==> config.mk <==
export PLATFORM = sky130hd
export DESIGN_NAME = layernorm_row_scheduler
export DESIGN_NICKNAME = d
export VERILOG_FILES = /design/src/rtl/layernorm_row_scheduler_pkg.sv /design/src/rtl/ln_valid_delay.sv /design/src/rtl/layernorm_row_scheduler.sv
export SDC_FILE = /design/constraint.sdc
export NUM_CORES = 1
export LEC_CHECK = 0
export CAP_MARGIN = 30
export CORE_MARGIN = 2
export CORE_UTILIZATION = 54
export CTS_CLUSTER_SIZE = 30
export DETAILED_ROUTE_END_ITERATION = 10
export GPL_TIMING_DRIVEN = 0
export MAX_ROUTING_LAYER = met4
export PLACE_DENSITY = 0.81
export SETUP_SLACK_MARGIN = 0.05
export SLEW_MARGIN = 20
export SYNTH_ARGS = -nofsm -noshare
export SYNTH_HDL_FRONTEND = slang
export SYNTH_HIERARCHICAL = 1
export SYNTH_SLANG_ARGS = --single-unit
==> constraint.sdc <==
create_clock -name clk -period 3.7 [get_ports clk]
set_clock_uncertainty 0.15 [all_clocks]
set_input_delay 0.925 -clock clk [delete_from_list [all_inputs] [get_ports clk]]
set_output_delay 0.925 -clock clk [all_outputs]
set_load 0.02 [all_outputs]
==> run_1/placed.png <==
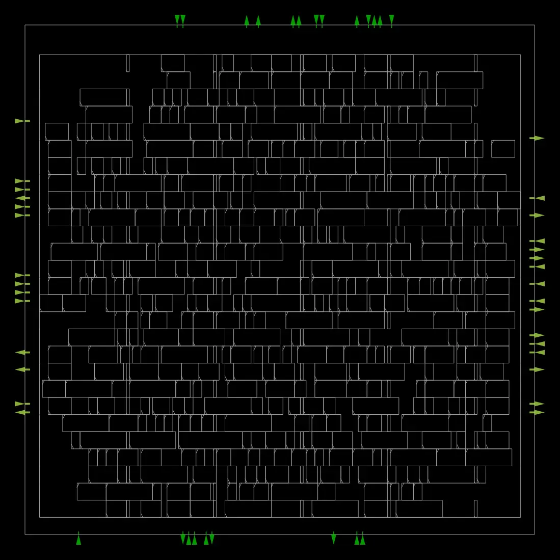
core area: 0.00561 mm2
row cnt: 27
Flop Count: 56
flop share of the area: 28.7%

==> run_1/route_heat.png <==
16 x 16 tiles, from black (low) to pale yellow (high), scaled to the fullest tile. Values are wire area over tile area, all layers added.
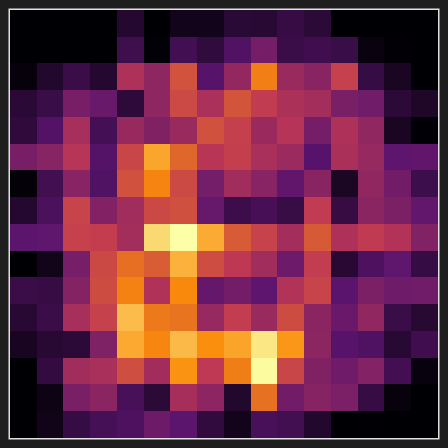
tiles over half the peak	23%
mean over tiles	0.17
emptiest ninth of the die	upper left
nearly empty tiles	12%
final wirelength: 6870 um
Routed WL per cell: 13.3 um
Total GRT Usage: 22.9%
via count: 2,819

==> run_1/layers.png <==
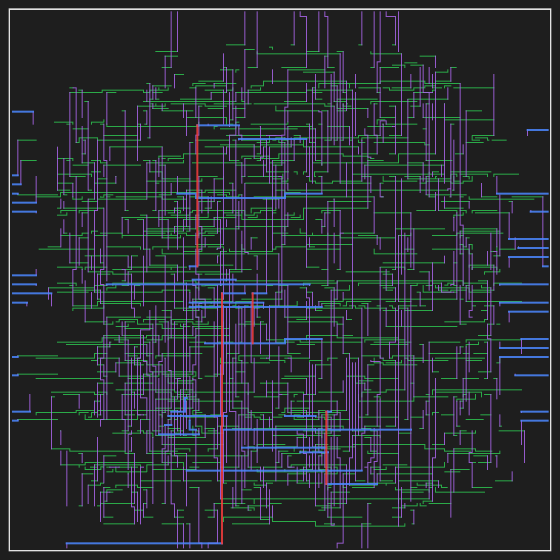
colour	layer	wire length
purple	M2	3,270 um
blue	M3	373 um
red	M4	76.8 um
green	M1	3,150 um

==> flow_metrics.tcl, run 1 <==
# metrics dict for downstream scripts
set metrics [dict create \
    switching_share_pct 38.3 \
    fin_util_pct 69.8 \
    yosys.area.top_type "dfxtp_1" \
    cp.arrival_ns 2.44 \
    p_int_w 0.00112 \
    slew_viol_final 0 \
    yosys_area_mm2 0.00319 \
    grt_util_met2_pct 38.8 \
    status "finished, final reports clean" \
    initCoreUtil_pct 56.9 \
    finalSetupViolations 0 \
    comb_power_w 0.000747 \
    period_needed_ns 3.51 \
    path_clk_slew_ns 0.10 \
    maxPowerGroup "combinational logic" \
    regArea_mm2 0.00112 \
    logic_area_mm2 0.00194 \
    synth_seq_share_pct 35.1 \
    fp_nets 445 \
    drv_cap 0 \
    crit_path_frequent_cell "clkdlybuf4s50_1" \
    fin_nets 503 \
    pwr.group.clock_w 0.000354 \
    final-hold-violation-count 0 \
    max-vdd-ir-drop_uv 377 \
    ys.flops 56 \
    die_h_um 80.9 \
    die_width_um 80.9 \
    numCtsBuffers 5 \
    place_area_mm2 0.00379 \
    top_area_share_pct 35.1 \
    drtAntennaViolNets 0 \
    final_cell_mix "60 x nand2_1, 54 x dfxtp_1, 43 x a21oi_1" \
]
run 1: cell families after synthesis:
| family | synth area share, % |
|---|---|
| fa+ha+maj | 11.8 |
| compound gates | 15.2 |
| buf+inv | 4.59 |
| xor+xnor | 11.8 |
| simple gates | 20.5 |
| mux | 0.941 |
| flops | 35.1 |
run 1: area by class of cell:
| type | count | area share [%] |
|---|---|---|
| sequential | 56 | 28.7 |
| tap | 72 | 2.30 |
| multi-input combinational | 294 | 49.6 |
| buffer | 15 | 1.66 |
| timing repair buffer | 51 | 13.0 |
| clock inverter | 2 | 0.383 |
| clock buffer | 6 | 2.11 |
| inverter | 22 | 2.17 |
run 1: critical path, delay by kind of cell:
kind / cells / cell delay [ns]
buf+inv: 3 / 1.24
simple gates: 1 / 0.27
==> run_1/class_map.png <==
Scale bar: 20 um. Fill, decap, tap and diode cells in grey.
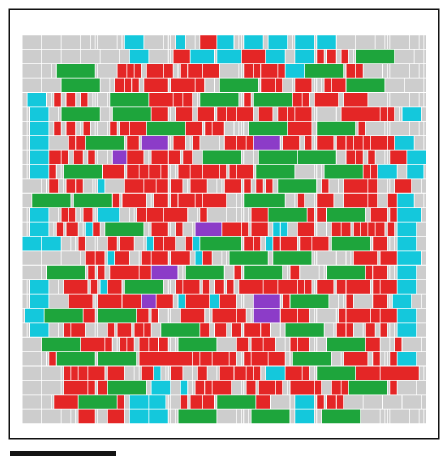

==> run 2: changes to the inputs <==
--- a/config.mk
+++ b/config.mk
@@ -7,13 +7,13 @@
 export LEC_CHECK = 0
 export CAP_MARGIN = 30
 export CORE_MARGIN = 2
-export CORE_UTILIZATION = 54
+export CORE_UTILIZATION = 29
 export CTS_CLUSTER_SIZE = 30
 export DETAILED_ROUTE_END_ITERATION = 10
 export GPL_TIMING_DRIVEN = 0
 export MAX_ROUTING_LAYER = met4
-export PLACE_DENSITY = 0.81
 export SETUP_SLACK_MARGIN = 0.05
+export SKIP_LAST_GASP = 1
 export SLEW_MARGIN = 20
 export SYNTH_ARGS = -nofsm -noshare
 export SYNTH_HDL_FRONTEND = slang
==> run_2/class_map.png <==
Scale bar: 20 um. Fill, decap, tap and diode cells in grey.
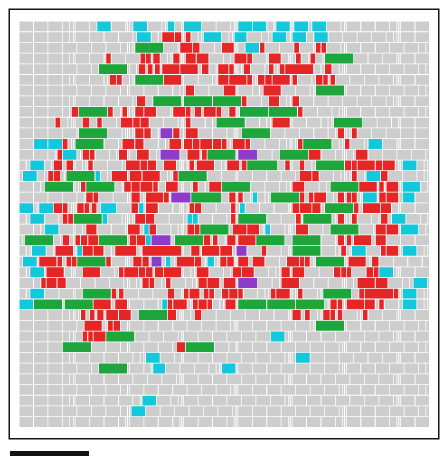
colour	class	cells	share of their area
cyan	remaining buffers and delay cells	66	15%
purple	clock drivers and dummy loads	8	2.4%
red	remaining logic cells	316	53%
green	registers	56	29%
core area: 0.0108 mm2
flop share of the area: 28.2%
cell area after layout: 0.00399 mm2
row cnt: 38

==> flow_metrics.tcl, run 2 <==
# metrics dict for downstream scripts
set metrics [dict create \
    status "finished, final reports clean" \
    drtAntennaViolNets 0 \
    synthAoiAreaFrac_pct 15.2 \
    power_frac_clock_pct 19.5 \
    die_width_um 109 \
    drt_wl_total_um 7290 \
    grt_util_met2_pct 21.3 \
    fp_nets 445 \
    period_needed_ns 3.59 \
    via_count 2773 \
    fin_util_pct 36.9 \
    p_int_w 0.00111 \
    yosys_area_mm2 0.00319 \
    synth-adder-area-share_pct 11.8 \
    switching_share_pct 39.0 \
    ys_sh_simple_pct 20.5 \
    final_cell_mix "60 x nand2_1, 54 x dfxtp_1, 44 x a21oi_1" \
    track_usage_pct 13.0 \
    synthTopLogicFamily "simple AND/OR/NAND/NOR gates" \
    comb_power_w 0.000735 \
    cp.arrival_ns 2.51 \
    slew_viol_final 0 \
    numCtsBuffers 5 \
    synth_seq_share_pct 35.1 \
    synthXorXnorAreaFrac_pct 11.8 \
    finalSetupViolations 0 \
    final-hold-violation-count 0 \
    die_h_um 109 \
    ys.flops 56 \
    grt_pass1_wl_um 12100 \
    wl_per_cell_um 12.4 \
    drv_cap 0 \
    pwr.group.clock_w 0.000353 \
    maxPowerGroup "combinational logic" \
]
-- run 2: cell counts after synthesis --
Identical to the previous run, type by type.
-- run 2: final cells by class --
class / instances / area [um2]
buffer: 15 / 65.1
clock buffer: 5 / 68.8
clock inverter: 3 / 23.8
fill: 1108 / 6810
inverter: 22 / 82.6
multi-input combinational: 294 / 1940
sequential: 56 / 1120
tap: 140 / 175
timing repair buffer: 51 / 512
-- run 2: worst max-delay path, cell delays in order --
cell and delay, ns:
clkdlybuf4s50_1 0.41, nand2b_1 0.26, inv_2 0.25, clkdlybuf4s50_1 0.66
-- run 2: what timing repair did --
action / CTS / global route
endpoints found under the setup margin: 7 / 9
hold buffers: 0 / 0
gates resized: 8 / 9
hold endpoints to repair: 0 / 0
